===== config.mk =====
export PLATFORM = sky130hd
export DESIGN_NAME = tu_scheduler
export DESIGN_NICKNAME = d
export VERILOG_FILES = /design/src/rtl/tu_scheduler.sv
export SDC_FILE = /design/constraint.sdc
export NUM_CORES = 1
export LEC_CHECK = 0
export CELL_PAD_IN_SITES_DETAIL_PLACEMENT = 2
export CELL_PAD_IN_SITES_GLOBAL_PLACEMENT = 2
export CORE_MARGIN = 1
export CORE_UTILIZATION = 37
export CTS_BUF_LIST = sky130_fd_sc_hd__clkbuf_16
export CTS_CLUSTER_SIZE = 14
export DETAILED_ROUTE_END_ITERATION = 10
export PLACE_DENSITY_LB_ADDON = 0.1
export SLEW_MARGIN = 25
export SYNTH_ARGS = -nofsm -noshare
export SYNTH_HDL_FRONTEND = slang
export SYNTH_SLANG_ARGS = --single-unit

===== constraint.sdc =====
create_clock -name clk -period 7.76 [get_ports clk]
set_input_delay 2.328 -clock clk [delete_from_list [all_inputs] [get_ports clk]]
set_output_delay 2.328 -clock clk [all_outputs]
set_load 0.01 [all_outputs]

===== src/rtl/tu_scheduler.sv =====
// Splits one coding-unit descriptor into the transform-unit descriptors that tile it.
// Define TU_SCHEDULER_ZSCAN_EN to emit TUs in Z-scan order instead of raster order.
module tu_scheduler #(
    parameter int COORD_W = 12
) (
    input  logic               clk,
    input  logic               rst,
    input  logic               in_valid,
    output logic               in_ready,
    input  logic [1:0]         in_cu_size,
    input  logic [1:0]         in_transform_size,
    input  logic [COORD_W-1:0] in_cu_x,
    input  logic [COORD_W-1:0] in_cu_y,
    output logic               out_valid,
    input  logic               out_ready,
    output logic [COORD_W-1:0] out_tu_x,
    output logic [COORD_W-1:0] out_tu_y,
    output logic [1:0]         out_tu_size,
    output logic               out_first,
    output logic               out_last,
    output logic               out_clamped
);

    typedef enum logic {IDLE, EMIT} state_t;

    state_t             state;
    logic [COORD_W-1:0] cu_x;
    logic [COORD_W-1:0] cu_y;
    logic [2:0]         tu_log2;
    logic [2:0]         n;
    logic [7:0]         tu_index;
    logic [7:0]         last_idx;

    logic [2:0]         cu_log2_in;
    logic [2:0]         req_log2_in;
    logic [2:0]         tu_log2_in;
    logic [2:0]         n_in;
    logic               clamped_in;
    logic [8:0]         count_m1_in;
    logic [7:0]         next_index;
    logic [7:0]         next_pos;
    logic [COORD_W-1:0] next_x;
    logic [COORD_W-1:0] next_y;

    // Returns {row, col} of TU number idx within a 2^nn x 2^nn grid.
    function automatic logic [7:0] tile_pos(input logic [7:0] idx, input logic [2:0] nn);
        logic [3:0] mask;
        logic [3:0] c;
        logic [3:0] r;
        mask = 4'((5'd1 << nn) - 5'd1);
`ifdef TU_SCHEDULER_ZSCAN_EN
        for (int i = 0; i < 4; i++) begin
            c[i] = idx[2*i];
            r[i] = idx[2*i+1];
        end
`else
        c = idx[3:0];
        r = 4'(idx >> nn);
`endif
        return {r & mask, c & mask};
    endfunction

    assign in_ready = (state == IDLE);

    always_comb begin
        cu_log2_in  = 3'd3 + {1'b0, in_cu_size};
        req_log2_in = 3'd2 + {1'b0, in_transform_size};
        clamped_in  = (req_log2_in > cu_log2_in);
        tu_log2_in  = clamped_in ? cu_log2_in : req_log2_in;
        n_in        = cu_log2_in - tu_log2_in;
        count_m1_in = (9'd1 << {n_in, 1'b0}) - 9'd1;
    end

    always_comb begin
        next_index = tu_index + 8'd1;
        next_pos   = tile_pos(next_index, n);
        next_x     = cu_x + (COORD_W'(next_pos[3:0]) << tu_log2);
        next_y     = cu_y + (COORD_W'(next_pos[7:4]) << tu_log2);
    end

    always_ff @(posedge clk) begin
        if (rst) begin
            state       <= IDLE;
            out_valid   <= 1'b0;
            tu_index    <= 8'd0;
            out_tu_x    <= '0;
            out_tu_y    <= '0;
            out_tu_size <= 2'd0;
            out_first   <= 1'b0;
            out_last    <= 1'b0;
            out_clamped <= 1'b0;
        end else begin
            case (state)
                IDLE: begin
                    if (in_valid) begin
                        cu_x        <= in_cu_x;
                        cu_y        <= in_cu_y;
                        tu_log2     <= tu_log2_in;
                        n           <= n_in;
                        last_idx    <= count_m1_in[7:0];
                        tu_index    <= 8'd0;
                        // TU 0 always sits at the CU origin.
                        out_tu_x    <= in_cu_x;
                        out_tu_y    <= in_cu_y;
                        out_tu_size <= 2'(tu_log2_in - 3'd2);
                        out_first   <= 1'b1;
                        out_last    <= (n_in == 3'd0);
                        out_clamped <= clamped_in;
                        out_valid   <= 1'b1;
                        state       <= EMIT;
                    end
                end
                EMIT: begin
                    if (out_ready) begin
                        if (out_last) begin
                            out_valid <= 1'b0;
                            state     <= IDLE;
                        end else begin
                            tu_index  <= next_index;
                            out_tu_x  <= next_x;
                            out_tu_y  <= next_y;
                            out_first <= 1'b0;
                            out_last  <= (next_index == last_idx);
                        end
                    end
                end
                default: state <= IDLE;
            endcase
        end
    end

endmodule


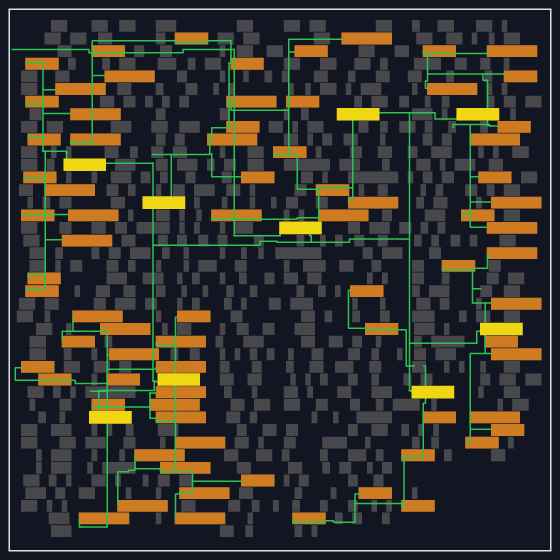
clk_routes.png
[clock wires] green | length: 1230 um
[flip-flops] orange | count: 76
[clock drivers] yellow | count: 9
routed clock nets: 10

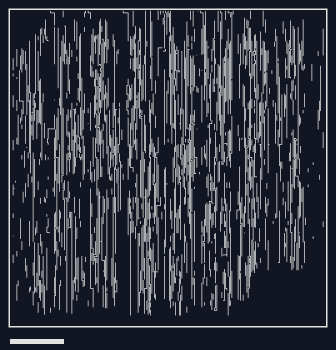
layer_met2.png
Scale bar: 20 um.
share of all routed wire: 52%
nets with wire on the layer: 607
longest straight run: 49.0 um
main direction: vertical

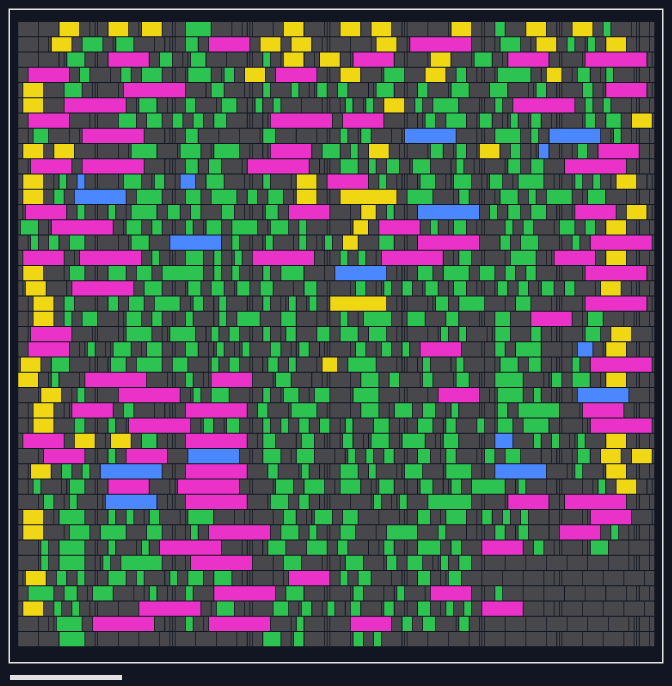
placement_by_type.png
Scale bar: 20 um. Fill, decap, tap and diode cells in gray.
| class | color | cells | share of their area |
|---|---|---|---|
| clock drivers and dummy loads | blue | 16 | 5.5% |
| sequential cells | magenta | 76 | 33% |
| combinational and other logic | green | 430 | 49% |
| remaining buffers and delay cells | yellow | 69 | 12% |

==> registers in the layout, indices dropped and copies added (netlist names) <==
signal / count
out_first: 1
tu_log2: 3
n: 3
cu_y: 12
out_tu_size: 2
last_idx: 7
out_tu_y: 12
out_clamped: 1
tu_index: 8
cu_x: 12
out_tu_x: 12
state: 1
out_last: 1
out_valid: 1
==> final timing paths <==
kind                                  from                        end  cells after the start
setup / recovery             in_cu_size[0]      last_idx[7]$_DFFE_PP_                     17
hold / removal    out_clamped$_SDFFE_PP0P_   out_clamped$_SDFFE_PP0P_                      2
setup reg to reg  tu_index[0]$_SDFFE_PP0P_  out_tu_y[10]$_SDFFE_PP0P_                     16
hold reg to reg   out_clamped$_SDFFE_PP0P_   out_clamped$_SDFFE_PP0P_                      2
==> flow_metrics.py <==
# Synthesis and PnR figures
metrics = {
    "floorplanning": {
        "die_h_um": 116,
        "core_um2": 12700,
        "fp_util_pct": 38.1,
    },
    "cts": {
        "clockBufferDepth": 2,
        "cts_sinks": 76,
        "cts_root_buf": "clkbuf_16",
        "hold_buffers": 0,
    },
    "synth": {
        "ys.flops": 76,
        "most_common_cell": "nor2_1",
        "fp_nets": 600,
        "ff_type": "dfxtp_1",
        "yosys.area.top_type_share_pct": 23.0,
        "mux_share_pct": 2.90,
        "ys_sh_xor_pct": 4.69,
        "netlist_instances": 533,
        "ys_sh_aoi_pct": 21.4,
    },
    "finish": {
        "nNonClkInverters": 23,
        "final_layout_size_suffix_gt1_share_pct": 7.45,
        "fin_cells": 763,
        "fillers": 1380,
        "antenna_cells": 0,
        "ff_count": 76,
        "dominant-cell-class": "logic gates",
    },
    "routing": {
        "routed_wl_mm": 15.4,
        "wl_met2_mm": 7.95,
        "wl_met3_um": 402,
    },
    "setup_path": {
        "cpPeakStageDelay_ns": 0.51,
        "cp_max_fo": 4,
        "crit_type": "in -> reg",
        "r2r_slack_ns": 3.23,
        "crit_path_end_kind": "flop",
        "slowest_stage": "clkdlybuf4s50_1",
    },
    "power": {
        "p_int_mw": 0.832,
        "largestPowerGroup": "sequential cells",
        "p_per_area_nw_per_um2": 193,
        "swShare_pct": 27.9,
        "power_mw": 1.15,
    },
    "sta": {
        "fin_skew_ns": 0.00929,
        "setup_viol": 0,
        "report.final.slew_viol_count": 0,
        "post-route-period-util_pct": 77.0,
        "fmax_mhz": 167,
        "period_needed_ns": 5.97,
        "final.setup.tns_ns": 0,
    },
    "place": {
        "dp_hpwl_mm": 11.3,
        "gp_congestion": 0.794,
        "dp_cells": 747,
    },
    "global_routing": {
        "use_met2_pct": 44.2,
        "grt_pass1_vias": 4727,
        "grt_pass1_wl_mm": 24.8,
    },
    "outcome": {
        "status": "completed",
    },
}
Power is estimated from default activity; no workload was simulated.
